$ cat src/rtl/sdram_refresh_ctrl.sv
// SDRAM auto-refresh controller: interval timer, postponed-refresh debt
// bookkeeping, and a PRE -> AREF x REF_BURST command sequencer granted by an arbiter.
module sdram_refresh_ctrl #(
    parameter int REF_INTERVAL = 750,
    parameter int REF_BURST    = 2,
    parameter int T_RP         = 2,
    parameter int T_RFC        = 7,
    parameter int ADDR_W       = 12,
    parameter int BA_W         = 2,
    parameter int AP_BIT       = 10,
    parameter int MAX_DEBT     = 8,
    parameter int URGENT_LVL   = 6
) (
    input  logic              clk,
    input  logic              rstn,
    input  logic              flag_init_end,
    input  logic              ref_en,
    output logic              ref_req,
    output logic              ref_urgent,
    output logic              ref_busy,
    output logic [3:0]        cmd_reg,
    output logic [ADDR_W-1:0] sdram_addr,
    output logic [BA_W-1:0]   sdram_bank,
    output logic              flag_ref_end,
    output logic [3:0]        ref_debt,
    output logic              ref_overflow
);
    localparam int CNT_W = (REF_INTERVAL > 1) ? $clog2(REF_INTERVAL) : 1;
    localparam int BC_W  = $clog2(REF_BURST + 1);
    localparam int WMAX  = (T_RP > T_RFC) ? T_RP : T_RFC;
    localparam int WC_W  = $clog2(WMAX + 1);

    localparam logic [3:0] CMD_NOP  = 4'b0111;
    localparam logic [3:0] CMD_PRE  = 4'b0010;
    localparam logic [3:0] CMD_AREF = 4'b0001;

    typedef enum logic [2:0] {S_IDLE, S_PRE, S_WAIT_RP, S_AREF, S_WAIT_RFC, S_DONE} state_t;

    state_t            state_q, state_d;
    logic              start_q, start_d;
    logic [CNT_W-1:0]  cnt_q, cnt_d;
    logic [3:0]        debt_q, debt_d;
    logic              ovf_q, ovf_d;
    logic [BC_W-1:0]   bcnt_q, bcnt_d;
    logic [WC_W-1:0]   wcnt_q, wcnt_d;
    logic [3:0]        cmd_q, cmd_d;
    logic [ADDR_W-1:0] addr_q, addr_d;
    logic              req_q, req_d;
    logic              urg_q, urg_d;
    logic              busy_q, busy_d;
    logic              fend_q, fend_d;
    logic              tick, done, last;

    always_comb begin
        state_d = state_q;
        bcnt_d  = bcnt_q;
        wcnt_d  = wcnt_q;
        last    = 1'b0;
        start_d = start_q | flag_init_end;
        tick    = start_q && (cnt_q == CNT_W'(REF_INTERVAL - 1));
        cnt_d   = (!start_q || tick) ? '0 : cnt_q + 1'b1;

        // Commands are registered from the current state, so each state's
        // command appears on the bus one cycle after the state is entered.
        case (state_q)
            S_IDLE: begin
                if (start_q && ref_en && debt_q != 4'd0) begin
                    state_d = S_PRE;
                    bcnt_d  = '0;
                end
            end
            S_PRE: begin
                if (T_RP == 1) state_d = S_AREF;
                else begin
                    state_d = S_WAIT_RP;
                    wcnt_d  = WC_W'(T_RP - 2);
                end
            end
            S_WAIT_RP: begin
                if (wcnt_q == '0) state_d = S_AREF;
                else wcnt_d = wcnt_q - 1'b1;
            end
            S_AREF: begin
                bcnt_d = bcnt_q + 1'b1;
                last   = (bcnt_q == BC_W'(REF_BURST - 1));
                if (T_RFC == 1) state_d = last ? S_DONE : S_AREF;
                else begin
                    state_d = S_WAIT_RFC;
                    wcnt_d  = WC_W'(T_RFC - 2);
                end
            end
            S_WAIT_RFC: begin
                if (wcnt_q == '0) state_d = (bcnt_q == BC_W'(REF_BURST)) ? S_DONE : S_AREF;
                else wcnt_d = wcnt_q - 1'b1;
            end
            S_DONE:  state_d = S_IDLE;
            default: state_d = S_IDLE;
        endcase

        done   = (state_q == S_DONE);
        debt_d = debt_q;
        if (tick && !done) begin
            if (debt_q != 4'(MAX_DEBT)) debt_d = debt_q + 4'd1;
        end else if (done && !tick) begin
            debt_d = debt_q - 4'd1;
        end
        ovf_d = ovf_q | (tick && debt_q == 4'(MAX_DEBT));

        cmd_d  = CMD_NOP;
        addr_d = '0;
        if (state_q == S_PRE) begin
            cmd_d          = CMD_PRE;
            addr_d[AP_BIT] = 1'b1;
        end else if (state_q == S_AREF) begin
            cmd_d = CMD_AREF;
        end
        busy_d = (state_q != S_IDLE);
        fend_d = done;
        req_d  = (state_d == S_IDLE) && (debt_d != 4'd0);
        urg_d  = (debt_d >= 4'(URGENT_LVL));
    end

    always_ff @(posedge clk or negedge rstn) begin
        if (!rstn) begin
            state_q <= S_IDLE;
            start_q <= 1'b0;
            cnt_q   <= '0;
            debt_q  <= '0;
            ovf_q   <= 1'b0;
            bcnt_q  <= '0;
            wcnt_q  <= '0;
            cmd_q   <= CMD_NOP;
            addr_q  <= '0;
            req_q   <= 1'b0;
            urg_q   <= 1'b0;
            busy_q  <= 1'b0;
            fend_q  <= 1'b0;
        end else begin
            state_q <= state_d;
            start_q <= start_d;
            cnt_q   <= cnt_d;
            debt_q  <= debt_d;
            ovf_q   <= ovf_d;
            bcnt_q  <= bcnt_d;
            wcnt_q  <= wcnt_d;
            cmd_q   <= cmd_d;
            addr_q  <= addr_d;
            req_q   <= req_d;
            urg_q   <= urg_d;
            busy_q  <= busy_d;
            fend_q  <= fend_d;
        end
    end

    assign ref_req      = req_q;
    assign ref_urgent   = urg_q;
    assign ref_busy     = busy_q;
    assign cmd_reg      = cmd_q;
    assign sdram_addr   = addr_q;
    assign sdram_bank   = '0;
    assign flag_ref_end = fend_q;
    assign ref_debt     = debt_q;
    assign ref_overflow = ovf_q;
endmodule

$ cat config.mk
export PLATFORM = sky130hd
export DESIGN_NAME = sdram_refresh_ctrl
export DESIGN_NICKNAME = d
export VERILOG_FILES = /design/src/rtl/sdram_refresh_ctrl.sv
export SDC_FILE = /design/constraint.sdc
export NUM_CORES = 1
export LEC_CHECK = 0
export ABC_CLOCK_PERIOD_IN_PS = 2500
export CORE_AREA = 2 2 73 75
export CTS_CLUSTER_SIZE = 25
export DETAILED_ROUTE_END_ITERATION = 7
export DIE_AREA = 0 0 75 77
export HOLD_SLACK_MARGIN = 0.02
export PLACE_DENSITY_LB_ADDON = 0.05
export REMOVE_ABC_BUFFERS = 1
export SLEW_MARGIN = 10
export SYNTH_ARGS = -nofsm -noshare
export SYNTH_HDL_FRONTEND = slang
export SYNTH_SLANG_ARGS = --single-unit
$ cat constraint.sdc
create_clock -name clk -period 2.5 [get_ports clk]
set_clock_uncertainty 0.15 [all_clocks]
set_input_delay 0.25 -clock clk [delete_from_list [all_inputs] [get_ports clk]]
set_output_delay 0.25 -clock clk [all_outputs]
set_load 0.02 [all_outputs]
==> run summary, run 1 <==
Notes on the flow outputs.

- The synthesis-stage register bit count reads 32.
- Of the total power, registers draw 0.388.
- The first-pass GRT wire length is 6.31 mm.
- After synthesis, the share of cell area in mux cells is 0.0204.
- IR analysis of the VDD net gives a maximum drop of 408 uV.
- The post-synthesis cell count from yosys is 179.
- The final worst-path cycle share reads 0.844.
- The xor and xnor area share after synthesis is 0.0542.
- The power per cell area is 1050 nW/um^2.
- The area fraction of the largest cell type after synthesis is 0.408.
- The required time at the endpoint of the critical path reads 2550 ps.
- The wire length per cell after detailed routing is 12.9 um.
- After technology mapping, the gate count stands at 179.
- The fraction of registers with async set/reset is 1.00.
- TritonCTS created 5 clock buffers.
- The number of maximum-capacitance violations reads 0.
- The area added between synthesis and finish is 17.5%.
- The switching part of the total is 0.389.
- The global routing stage identified its most utilized layer as met2.
- By count the netlist is led by sky130_fd_sc_hd__dfrtp_1, sky130_fd_sc_hd__nor2_1, sky130_fd_sc_hd__inv_1.
- The diode insertion count for antenna repair is 0.
- The total of cells resized after clock tree synthesis is 0.
- The warning tally printed by Yosys for this design is 0.
- The netlist area before placement is 1780 um^2.
- The initial core utilization reads 0.357.
- The met3 wire length is 134 um.
- The number of filler instances in the final layout reads 517.
- The total overflow reported by the global router reads 0.
- The area fraction in compound gates is 0.141.
- Setup repair after global routing left no endpoint under its margin.
- For reference, the final report shows the max-slew violation count at 0.
- STA classifies the critical path endpoint as a flop.
- The switching power total reads 854 uW.
- The post-route antenna net violation count is 0.
- The port buffer count is 16.
- The leakage power is 0.891 nW.
- The number of global-route vias before repair is 1301.
- The number of setup buffers added after CTS is 0.
- The post-layout minimum cycle time reads 2110 ps.
- The origin of the critical flop-to-flop path reads cnt_q[0].
- Summed over all failing endpoints, the final setup total negative slack is 0 ps.
- The die span in x is 75 um.
- The power report attributes to the clock group a share of 0.194.
- The top routing layer in use reads met4.
- The internal cell power is 1.34 mW.
- The net count of the finished layout is 214.
- The synthesized area divided by synthesized cell count is 9.93 um^2.
- The top cell type by total area after synthesis reads sky130_fd_sc_hd__dfrtp_1.
- The HPWL after detailed placement is 2.51 mm.
- The depth of the worst register-to-register path is 6.
- The number of DRC violations after detailed-routing iteration 0 reads 42.
- Per the OpenROAD floorplan log, the area of the core is 4980 um^2.
- For the clock group, total power comes out at 426 uW.
- The CTS log lists the clock sinks for this run as 32.
- Per STA, the worst path is made up of ha_1 > and4bb_2 > a41oi_4 > a22oi_2 > mux2_4 > a41oi_2.
- The number of distinct library cells after synthesis reads 49.
- The full die area reads 5780 um^2.
- The met2 demand-to-capacity share in global routing reads 0.219.
- The pin slew with the least headroom to its limit is 631 ps.
- The cell-mix breakdown from Yosys lists the simple-gate area share as 0.184.
- The number of I/O pins reads 31.
- The group drawing the most power is combinational cells.
- The cell class contributing the biggest share of worst-path delay reads AND-OR/OR-AND gates.
- The power in combinational cells is 917 uW.
- The routed design shows a via density per instance of 4.65.
- The most used flip-flop cell after synthesis is sky130_fd_sc_hd__dfrtp_1.
- The delay of the slowest critical-path stage is 420 ps.
- The number of buffers and inverters on the critical path reads 0.
- Per the timing report, the achievable frequency comes out to 0.474 GHz.
- For reference, the critical path is launched at cnt_q[0].
- The worst-case max-slew headroom was logged as 0.577.
- RePlAce ended its routability-driven mode at a weighted congestion of 0.851.
- The routed metal-1 wirelength reads 1.64 mm.
- The area reported by Yosys stat reads 1780 um^2.
- Of the total power, combinational logic draws 0.418.
- The number of enable-type register cells in the synthesized netlist reads 0.
- The endpoint of the worst register-to-register path is ref_req.
- The flip-flop count of the largest register after layout is 10.
- The clock H-tree reported by CTS has 2 levels.
- Of the cells placed in the final design, the portion with a size suffix greater than 1 is 0.128.
- From the final report, the count of setup violators was given as 0.
- The total via count after detailed routing reads 1269.
- The number of buffers inserted by hold repair at cts reads 0.
- The timing report gives the worst reg2reg path a setup slack of 390 ps.
- The synthesized-area fraction occupied by adder cells is 0.0493.
- The root buffer cell chosen for the clock tree is sky130_fd_sc_hd__clkbuf_8.
- The worst hold path class is in2async.
- The count of TritonRoute iterations in the first routing pass reads 4.
- CTS reports a maximum clock tree buffer depth of 2.
- Counting endpoints that fail hold in the final report gives 0.
- The arrival time of the worst setup path reads 2160 ps.
- STA classifies the critical path startpoint as a flop.
- The detailed router reported a total wirelength of 3.53 mm.
- The initial antenna violation count was 0.
- Sequential power for this build is 852 uW.
- The flow ran to the end, and the final reports show no timing, DRC or antenna violations.
- met1 track demand over resource after global routing is 0.187.
- The clock transition at the register clock pins on the worst setup and hold paths after CTS reads 70 ps.
- The class of the most critical setup path is reg2reg.
- Per Yosys stat, the portion of area used by sequential elements is 0.452.
- Entering global routing, the biggest net connects 33 pins.
-- run 1: final cells by class --
class,instances,share of cell area
clock buffer,7,0.0461
inverter,16,0.0288
multi-input combinational,128,0.407
sequential,32,0.385
tap,70,0.0419
timing repair buffer,20,0.0911
-- run 1: how the worst max path moves through the flow --
stage               slack [ps]  depth (start not counted)       to
floorplan                  530                          6  ref_req
global placement           460                          6  ref_req
detailed placement         410                          6  ref_req
CTS                        390                          6  ref_req
global route               190                          7  ref_req
finish                     390                          6  ref_req
-- run 1: per-stage QoR --
| stage | cells | hold slack (ps) | setup WS (ps) | area (um^2) | power, mW |
|---|---|---|---|---|---|
| 2_1_floorplan | 176 | -196 | 526 | 1710 | 1.48 |
| 3_3_place_gp | 266 | 312 | 457 | 1990 | 1.75 |
| 3_5_place_dp | 266 | 315 | 409 | 1990 | 1.78 |
| 4_1_cts | 273 | 227 | 386 | 2090 | 2.23 |
| 5_1_grt | 273 | 256 | 188 | 2090 | 2.39 |
| 6_report | 273 | 217 | 389 | 2090 | 2.19 |
-- run 1: cells in the final DEF (no fill, tap or decap), drive strengths merged, types with 2 or more instances in the layout --
master / synthesis / routed
a21oi: 5 / 5
nor2b: 3 / 3
buf: 14 / 4
nor3: 7 / 7
nor2: 20 / 20
clkbuf: 2 / 7
a22oi: 2 / 2
mux2: 2 / 2
clkdlybuf4s50: 0 / 16
xnor2: 7 / 7
nand3b: 2 / 2
o21ai: 11 / 11
o22ai: 2 / 2
conb: 1 / 14
nand2: 10 / 10
a41oi: 2 / 2
or2: 2 / 2
ha: 7 / 7
nand3: 5 / 5
xor2: 4 / 4
o31ai: 2 / 2
dfstp: 3 / 3
inv: 16 / 16
dfrtp: 29 / 29
nand4: 3 / 3
run_1/class_map.png
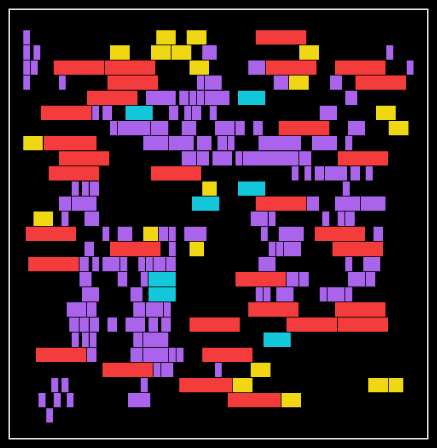
remaining logic cells -> purple  # cells 144, share of their area 45%
clock drivers and dummy loads -> cyan  # cells 7, share of their area 4.8%
remaining buffers and delay cells -> yellow  # cells 20, share of their area 9.5%
registers -> red  # cells 32, share of their area 40%

run_1/util_map.png
Scale bar: 20 um. 8 x 8 tiles, from black (low) to pale yellow (high), 0 to 100% covered.
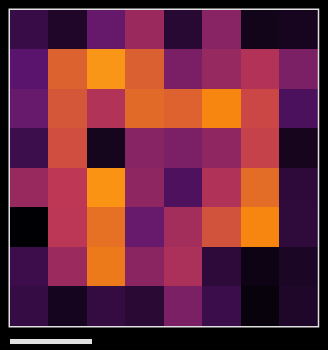
tiles over 75% full = 3.1%
fullest tile = 77%
mean over tiles = 35%
densest ninth of the die = top middle
emptiest ninth of the die = bottom right

run_1/floorplan.png
Scale bar: 20 um. Pins as bars on the die edge.
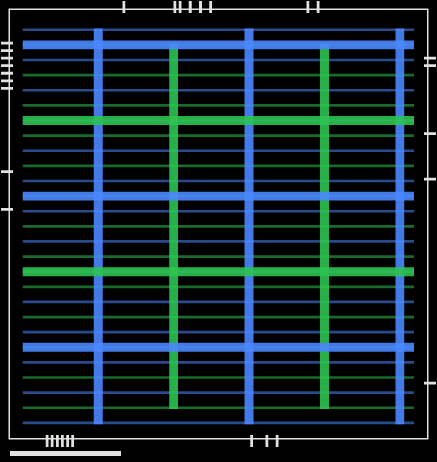
VDD -> green
VSS -> blue
rows = 26
met1 rails = 27
signal pins = 31
met5 straps = 5

run_1/congestion_map.png
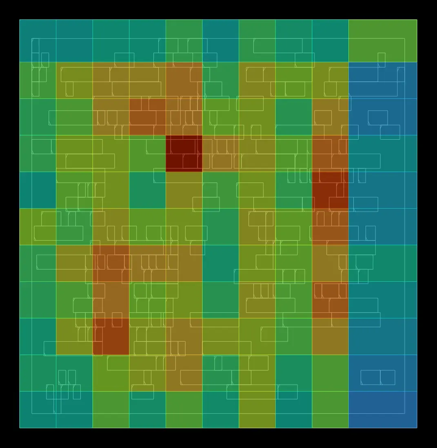

--- run 2 (diff from run 1) ---
--- a/config.mk
+++ b/config.mk
@@ -5,7 +5,7 @@
 export SDC_FILE = /design/constraint.sdc
 export NUM_CORES = 1
 export LEC_CHECK = 0
-export ABC_CLOCK_PERIOD_IN_PS = 2500
+export ABC_CLOCK_PERIOD_IN_PS = 1900
 export CORE_AREA = 2 2 73 75
 export CTS_CLUSTER_SIZE = 25
 export DETAILED_ROUTE_END_ITERATION = 7
==> constraint.sdc (replaced) <==
create_clock -name clk -period 1.9 [get_ports clk]
set_clock_uncertainty 0.15 [all_clocks]
set_input_delay 0.19 -clock clk [delete_from_list [all_inputs] [get_ports clk]]
set_output_delay 0.19 -clock clk [all_outputs]
set_load 0.02 [all_outputs]
run_2/congestion_map.png
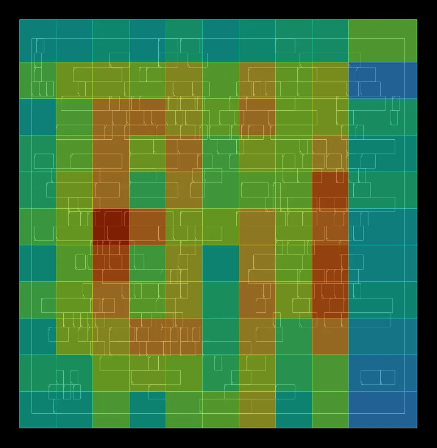
met1 Resource Use GR: 0.192
detail-routed net length per standard cell: 12.4 um
met3 usage: 0.0276
Post-Route Utilization: 0.453
most utilized layer in the global route result: met2

run_2/floorplan.png
Scale bar: 20 um. Pins as bars on the die edge.
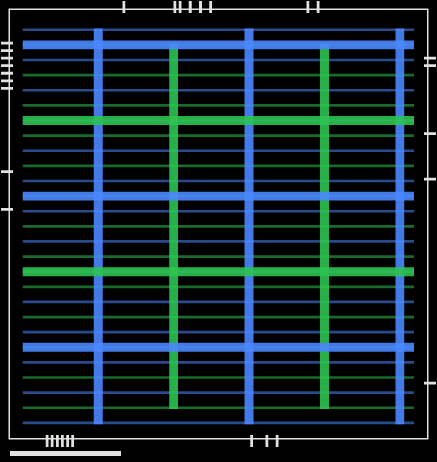
VDD -> green
VSS -> blue
rows = 26
signal pins = 31
met1 rails = 27

run_2/util_map.png
Scale bar: 20 um. 8 x 8 tiles, from black (low) to pale yellow (high), 0 to 100% covered.
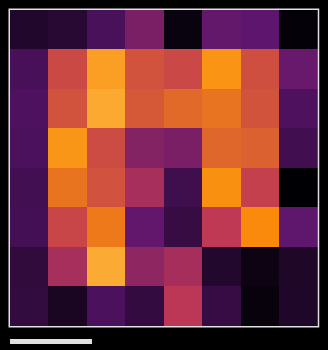
fullest tile = 82%
nearly empty tiles = 4.7%
tiles over 75% full = 9.4%
mean over tiles = 38%

==> run 2 against run 1 <==
The run now ends with setup timing left. Design area increased by 8.1%. Sequential share of layout area is 2.9 points lower. Final cell count up 7.3%. Utilization increased by 3.4 points. Non-clock buffer count increased by 19. Highest routed layer unchanged.
==> run summary, run 2 <==
Notes on the flow outputs.

- The leakage power reads 0.990 nW (+11%).
- The cell sitting at the root of the clock tree is a sky130_fd_sc_hd__clkbuf_8.
- The final count of pins violating max slew reads 0 (unchanged).
- The initial antenna violation count is 0 (unchanged).
- The internal cell power is 1.97 mW (+47%).
- The class of the most critical setup path reads reg2reg.
- The number of buffers on the longest clock path reads 2 (unchanged).
- The most common logic cells in the final layout are sky130_fd_sc_hd__dfrtp_1, sky130_fd_sc_hd__buf_4, sky130_fd_sc_hd__nor2_1.
- The register-to-register setup slack reads -90 ps (-480 ps).
- The area reported by Yosys stat reads 1780 um^2 (unchanged).
- The number of clock buffers inserted by TritonCTS was 5 (unchanged).
- The maximum number of pins on one net before global-route repair is 33 (unchanged).
- The reported sequential group power is 1.05 mW (+20%).
- The port buffer count is 16 (unchanged).
- The area fraction in compound gates is 0.141 (unchanged).
- The maximum ir drop on the vdd rail reads 723 uV (+77%).
- The full die area reads 5780 um^2 (unchanged).
- The HPWL after detailed placement reads 2.64 mm (+5.3%).
- The synthesized-area fraction occupied by adder cells came to 0.0493 (unchanged).
- The flip-flop count of the largest register after layout is 10 (unchanged).
- The design area came to 2260 um^2 (+8.1%).
- The power consumed by the clock network is 646 uW (+52%).
- The required time at the endpoint of the critical path was 1950 ps (-600 ps).
- The initial core utilization is 0.357 (unchanged).
- The switching part of the total reads 0.374 (-0.0151).
- The synthesized area divided by synthesized cell count came to 9.93 um^2 (unchanged).
- The switching power total came to 1.17 mW (+37%).
- The number of global-route vias before repair was 1315 (+1.1%).
- The number of I/O pins reads 31 (unchanged).
- The part of the total power dissipated in the clock network is 0.206 (+0.012).
- The checks that failed: setup timing.
- The synthesized netlist cell count is 179 (unchanged).
- The post-route antenna net violation count is 0 (unchanged).
- The netlist area before placement came to 1780 um^2 (unchanged).
- The number of distinct library cells after synthesis is 49 (unchanged).
- The final worst-path cycle share is 1.05 (+0.204).
- STA classifies the critical path startpoint as a flop.
- The total via count after detailed routing was 1350 (+6.4%).
- The post-layout worst setup margin was -93.0 ps (-482 ps).
- The xor and xnor area share after synthesis is 0.0542 (unchanged).
- The endpoint type of the worst setup path is a flop.
- The sum of negative setup slack came to -217 ps (-217 ps).
- The cell area reported after detailed placement is 2110 um^2 (+6.0%).
- The sequential fraction of design power is 0.334 (-0.054).
- In this run the worst setup path begins at cnt_q[1].
- The flow ran to the end, but the final reports show violations.
- The fraction of final layout cells with drive strength greater than 1 is 0.229 (+0.101).
- The clock transition at the register clock pins on the worst setup and hold paths after CTS reads 70 ps (about the same).
- The count of final hold-check violations is 0 (unchanged).
- The number of setup violations in the final report came to 3 (+3).
- The arrival time of the worst setup path is 2040 ps (-120 ps).
- The warning count from the yosys run is 0 (unchanged).
- Setup repair after global routing could not meet its margin everywhere.
- The capture point of the worst path is ref_req.
- The number of maximum-capacitance violations reads 0 (unchanged).
- The delay of the slowest critical-path stage is 380 ps (-40 ps).
- The final weighted congestion in routability-driven placement reads 0.857 (+0.76%).
- According to the hold report, the worst path is of the in2async type.
- The multiplexer share of the synthesized area is 0.0204 (unchanged).
- The number of enable-type register cells in the synthesized netlist is 0 (unchanged).
- The power per cell area reads 1390 nW/um^2 (+32%).
- The diode insertion count for antenna repair is 0 (unchanged).
- The synthesis-stage register bit count reads 32 (unchanged).
- The total overflow reported by the global router is 0 (unchanged).
- The cell class contributing the biggest share of worst-path delay is AND-OR/OR-AND gates.
- The depth of the worst register-to-register path came to 7 (+1).
- The post-synthesis sequential area ratio is 0.452 (unchanged).
- The number of sinks on the clock net is 32 (unchanged).
- The total design power reads 3.14 mW (+43%).
- The origin of the critical flop-to-flop path is cnt_q[1].
- The first-pass GRT wire length came to 6.31 mm (unchanged).
-- run 2: cell counts after synthesis --
No cell type changed its count.
-- run 2: cell families (layout without fill, tap and decap cells) --
| group | after synthesis | count (layout) |
|---|---|---|
| AND/OR/NAND/NOR | 60 | 60 |
| AND-OR/OR-AND | 33 | 33 |
| flip-flops | 32 | 32 |
| buffers and inverters | 32 | 63 |
| XOR/XNOR | 11 | 11 |
| adder cells (fa/ha/maj) | 7 | 7 |
| multiplexers | 3 | 3 |
| other | 1 | 14 |
-- run 2: cell type report --
class / count / area [um^2]
fill: 502 / 2720
multi-input combinational: 128 / 865
sequential: 32 / 805
timing repair buffer: 39 / 333
tap: 70 / 87.6
clock buffer: 6 / 72.6
inverter: 16 / 60.1
clock inverter: 2 / 35.0
-- run 2: through the flow --
stage	std cells	setup WS, ps	hold slack (ps)
final	293	-93.0	143
after global routing	293	-234	200
after CTS	293	-86.4	165
after detailed placement	282	-123	320
after global placement	282	-65.9	315
after floorplan	176	-73.7	-256
-- run 2: layer usage --
| layer | share of wire | wire [um] | track usage |
|---|---|---|---|
| met1 | 0.46 | 1660 | 0.192 |
| met3 | 0.031 | 114 | 0.0276 |
| met5 | 0 | 0 | 0 |
| met4 | 0.017 | 63 | 0.0589 |
| met2 | 0.49 | 1790 | 0.218 |
-- run 2: worst min path at each step --
stage               slack (ps)  cells past startpoint            to
floorplan                 -260                      0     bcnt_q[0]
global placement           310                      1  ref_overflow
detailed placement         320                      1  ref_overflow
CTS                        160                      2      cnt_q[4]
global route               200                      2      cnt_q[4]
finish                     140                      2      cnt_q[4]
-- run 2: timing repair --
item | 4_1_cts | 5_1_grt
hold endpoints to repair | 0 | 0
hold buffers | 0 | 0
gates resized | 2 | 5
setup buffers | 3 | 0
pin swaps | 3 | 1
setup endpoints to repair | 5 | 9
run_2/class_map.png
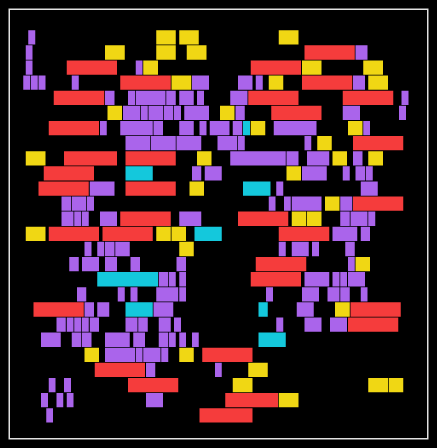

--- run 3 (diff from run 2) ---
--- a/config.mk
+++ b/config.mk
@@ -6,10 +6,10 @@
 export NUM_CORES = 1
 export LEC_CHECK = 0
 export ABC_CLOCK_PERIOD_IN_PS = 1900
-export CORE_AREA = 2 2 73 75
+export CORE_AREA = 2 2 65 67
 export CTS_CLUSTER_SIZE = 25
 export DETAILED_ROUTE_END_ITERATION = 7
-export DIE_AREA = 0 0 75 77
+export DIE_AREA = 0 0 67 69
 export HOLD_SLACK_MARGIN = 0.02
 export PLACE_DENSITY_LB_ADDON = 0.05
 export REMOVE_ABC_BUFFERS = 1
run_3/class_map.png
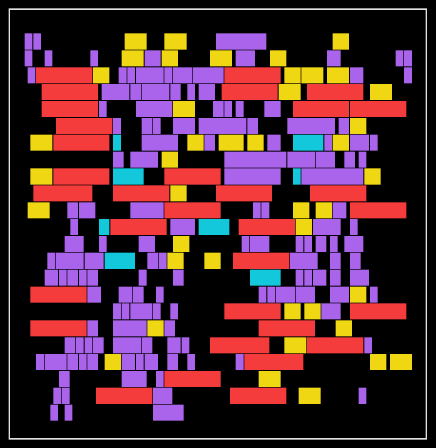
registers -> red  # cells 32, share of their area 36%
remaining logic cells -> purple  # cells 144, share of their area 44%
clock drivers and dummy loads -> cyan  # cells 8, share of their area 3.6%
remaining buffers and delay cells -> yellow  # cells 42, share of their area 16%

run_3/util_map.png
Scale bar: 20 um. 7 x 7 tiles, from black (low) to pale yellow (high), 0 to 100% covered.
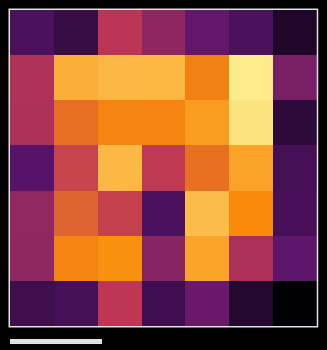
nearly empty tiles = 2.0%
emptiest ninth of the die = bottom right
mean over tiles = 48%
fullest tile = 96%

run_3/congestion_map.png
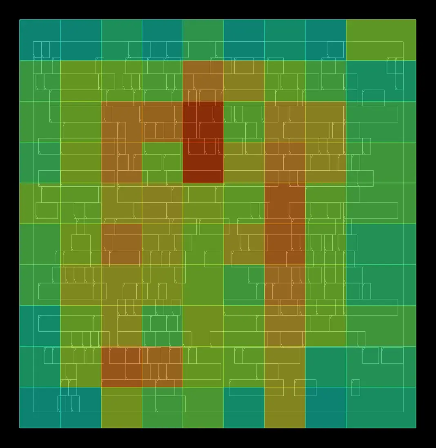
met3 usage: 0.0392
met1 Resource Use GR: 0.219

==> run 3 against run 2 <==
The run still ends with setup timing left. Sequential share of layout area decreased by 0.70 points. Critical path type unchanged. Total power decreased by 0.68%. Final cell count decreased by 5.8%. Fmax decreased by 0.56%. Die size decreased by 20%. Flip-flop count unchanged. Design area increased by 2.0%. Largest cell class unchanged. Clock power decreased by 24%. Worst setup slack got worse by 11 ps. Synthesized area unchanged.
==> run summary, run 3 <==
Notes on the flow outputs.

- The flow ran to the end, but the final reports show violations.
- The checks that failed: setup timing.
- The synthesized netlist cell count reads 179 (unchanged).
- The total via count after detailed routing was 1389 (+2.9%).
- The clock transition at the register clock pins on the worst setup and hold paths after CTS was 60 ps (about the same).
- The final count of pins violating max slew was 0 (unchanged).
- The number of distinct library cells after synthesis was 49 (unchanged).
- The port buffer count is 16 (unchanged).
- The number of buffers inserted by hold repair at cts is 0 (unchanged).
- The maximum ir drop on the vdd rail is 677 uV (-6.4%).
- The inserted tap cell count reads 50 (-29%).
- The final weighted congestion in routability-driven placement came to 0.863 (+0.71%).
- The full die area was 4620 um^2 (-20%).
- The startpoint identified for the worst register-to-register timing path is cnt_q[1].
- The area used by sequential logic in the layout is 805 um^2 (unchanged).
- The worst setup path is captured at a flop.
- The critical path launch point type reads a flop.
- The register-to-register setup slack came to -100 ps (about the same).
- The power per cell area was 1350 nW/um^2 (-2.6%).
- The wire length per cell after detailed routing reads 13.8 um (+11%).
- The biggest area consumer among cell classes reads combinational gates.
- The initial antenna violation count is 0 (unchanged).
- The post-place setup slack is -109 ps (+14.1 ps).
- The flip-flop count of the largest register after layout came to 10 (unchanged).
- The count of clock buffers in the final design is 7 (+1).
- Setup repair after global routing could not meet its margin everywhere.
- The number of non-clock buffers is 42 (+7.7%).
- The warning count from the yosys run reads 0 (unchanged).
- The worst hold path class is in2async.
- The leakage power is 1.00 nW (+1.1%).
- The cell with the most instances after synthesis reads sky130_fd_sc_hd__dfrtp_1.
- The number of setup violations in the final report came to 3 (unchanged).
- The number of non-clock inverters in the layout came to 16 (unchanged).
- The count of final hold-check violations is 0 (unchanged).
- The number of maximum-capacitance violations was 0 (unchanged).
- The HPWL after detailed placement was 2.65 mm (+0.38%).
- The final core area utilization is 0.588 (+0.135).
- The area reported by Yosys stat came to 1780 um^2 (unchanged).
- The combinational gate count is 128 (unchanged).
- By startpoint and endpoint, the worst setup path is classified as reg2reg.
- The required time at the endpoint of the critical path is 1940 ps (about the same).
- The post-layout worst setup margin is -104 ps (-11.1 ps).
- The initial core utilization reads 0.454 (+0.0971).
- The final-layout clock-cell area share came to 0.0353 (-0.0123).
- The layout sequential cell count is 32 (unchanged).
- The fraction of final layout cells with drive strength greater than 1 is 0.265 (+0.0368).
- The number of sinks on the clock net is 32 (unchanged).
- The depth of the worst register-to-register path reads 7 (unchanged).
- The post-route antenna net violation count is 0 (unchanged).
- The sum of negative setup slack is -219 ps (-1.52 ps).
- The cell count after placement reads 263 (-6.7%).
- The diode insertion count for antenna repair was 0 (unchanged).
- The number of clock buffers inserted by TritonCTS reads 5 (unchanged).
- The share of final layout cell area taken by non-clock buffers came to 0.156 (+0.00853).
- The number of global-route vias before repair reads 1394 (+6.0%).
- The sequential cell area share is 0.349 (-0.00697).
- The number of enable-type register cells in the synthesized netlist is 0 (unchanged).
- The worst hold-check slack reads 163 ps (+20.6 ps).
- The cell area reported after detailed placement reads 2090 um^2 (-0.83%).
- The maximum number of pins on one net before global-route repair is 33 (unchanged).
- The root buffer selected by CTS is sky130_fd_sc_hd__clkbuf_8.
- The number of filler instances in the final layout is 360 (-28%).
- The fraction of area in multi-input gates is 0.406 (+0.0229).
- The synthesized area divided by synthesized cell count reads 9.93 um^2 (unchanged).
- The arrival time of the worst setup path is 2050 ps (about the same).
- The post-synthesis sequential area ratio reads 0.452 (unchanged).
run 3: cell counts after synthesis:
No cell type changed its count.
run 3: logic make-up (layout without fill, tap and decap cells):
family / Yosys count / after routing / share of synthesized area
adder cells (fa/ha/maj): 7 / 7 / 0.0493
AND-OR/OR-AND: 33 / 33 / 0.141
other: 1 / 14 / 0.00211
multiplexers: 3 / 3 / 0.0204
flip-flops: 32 / 32 / 0.453
buffers and inverters: 32 / 66 / 0.0971
AND/OR/NAND/NOR: 60 / 60 / 0.184
XOR/XNOR: 11 / 11 / 0.0542
run 3: per-layer routing:
metal	share of wire	track usage	vias to the layer above
li1	-	-	681
met1	0.45	0.219	677
met2	0.51	0.281	27
met3	0.037	0.0392	4
met4	0.0082	0.0612	0
met5	0	0	-
run 3: power breakdown:
group,internal [mW],switching (mW)
logic,0.740,0.846
registers,0.908,0.134
clock network,0.257,0.234
total,1.90,1.21
run 3: what timing repair did:
action / CTS / global route
endpoints found under the setup margin: 5 / 10
buffers inserted: 0 / 5
endpoints found under the hold margin: 0 / 0
gates resized: 2 / 18
pin swaps: 3 / 4
run 3: worst max-delay path by stage:
stage / start / end / slack [ps] / cells past startpoint
2_1_floorplan: cnt_q[0] / ref_req / -70 / 6
3_3_place_gp: cnt_q[0] / ref_req / -50 / 6
3_5_place_dp: cnt_q[0] / ref_req / -110 / 6
4_1_cts: cnt_q[0] / ref_req / -90 / 6
5_1_grt: cnt_q[1] / ref_req / -150 / 7
6_report: cnt_q[1] / ref_req / -100 / 7
run 3: critical path: cells and delay by family, from the launching register on:
kind | cells | cell delay [ps]
mux | 1 | 340
compound gates | 3 | 580
flops | 1 | 390
simple gates | 1 | 270
buf+inv | 1 | 80
fa+ha+maj | 1 | 120
Power figures rest on the tool's default switching activity, not on a simulated workload.
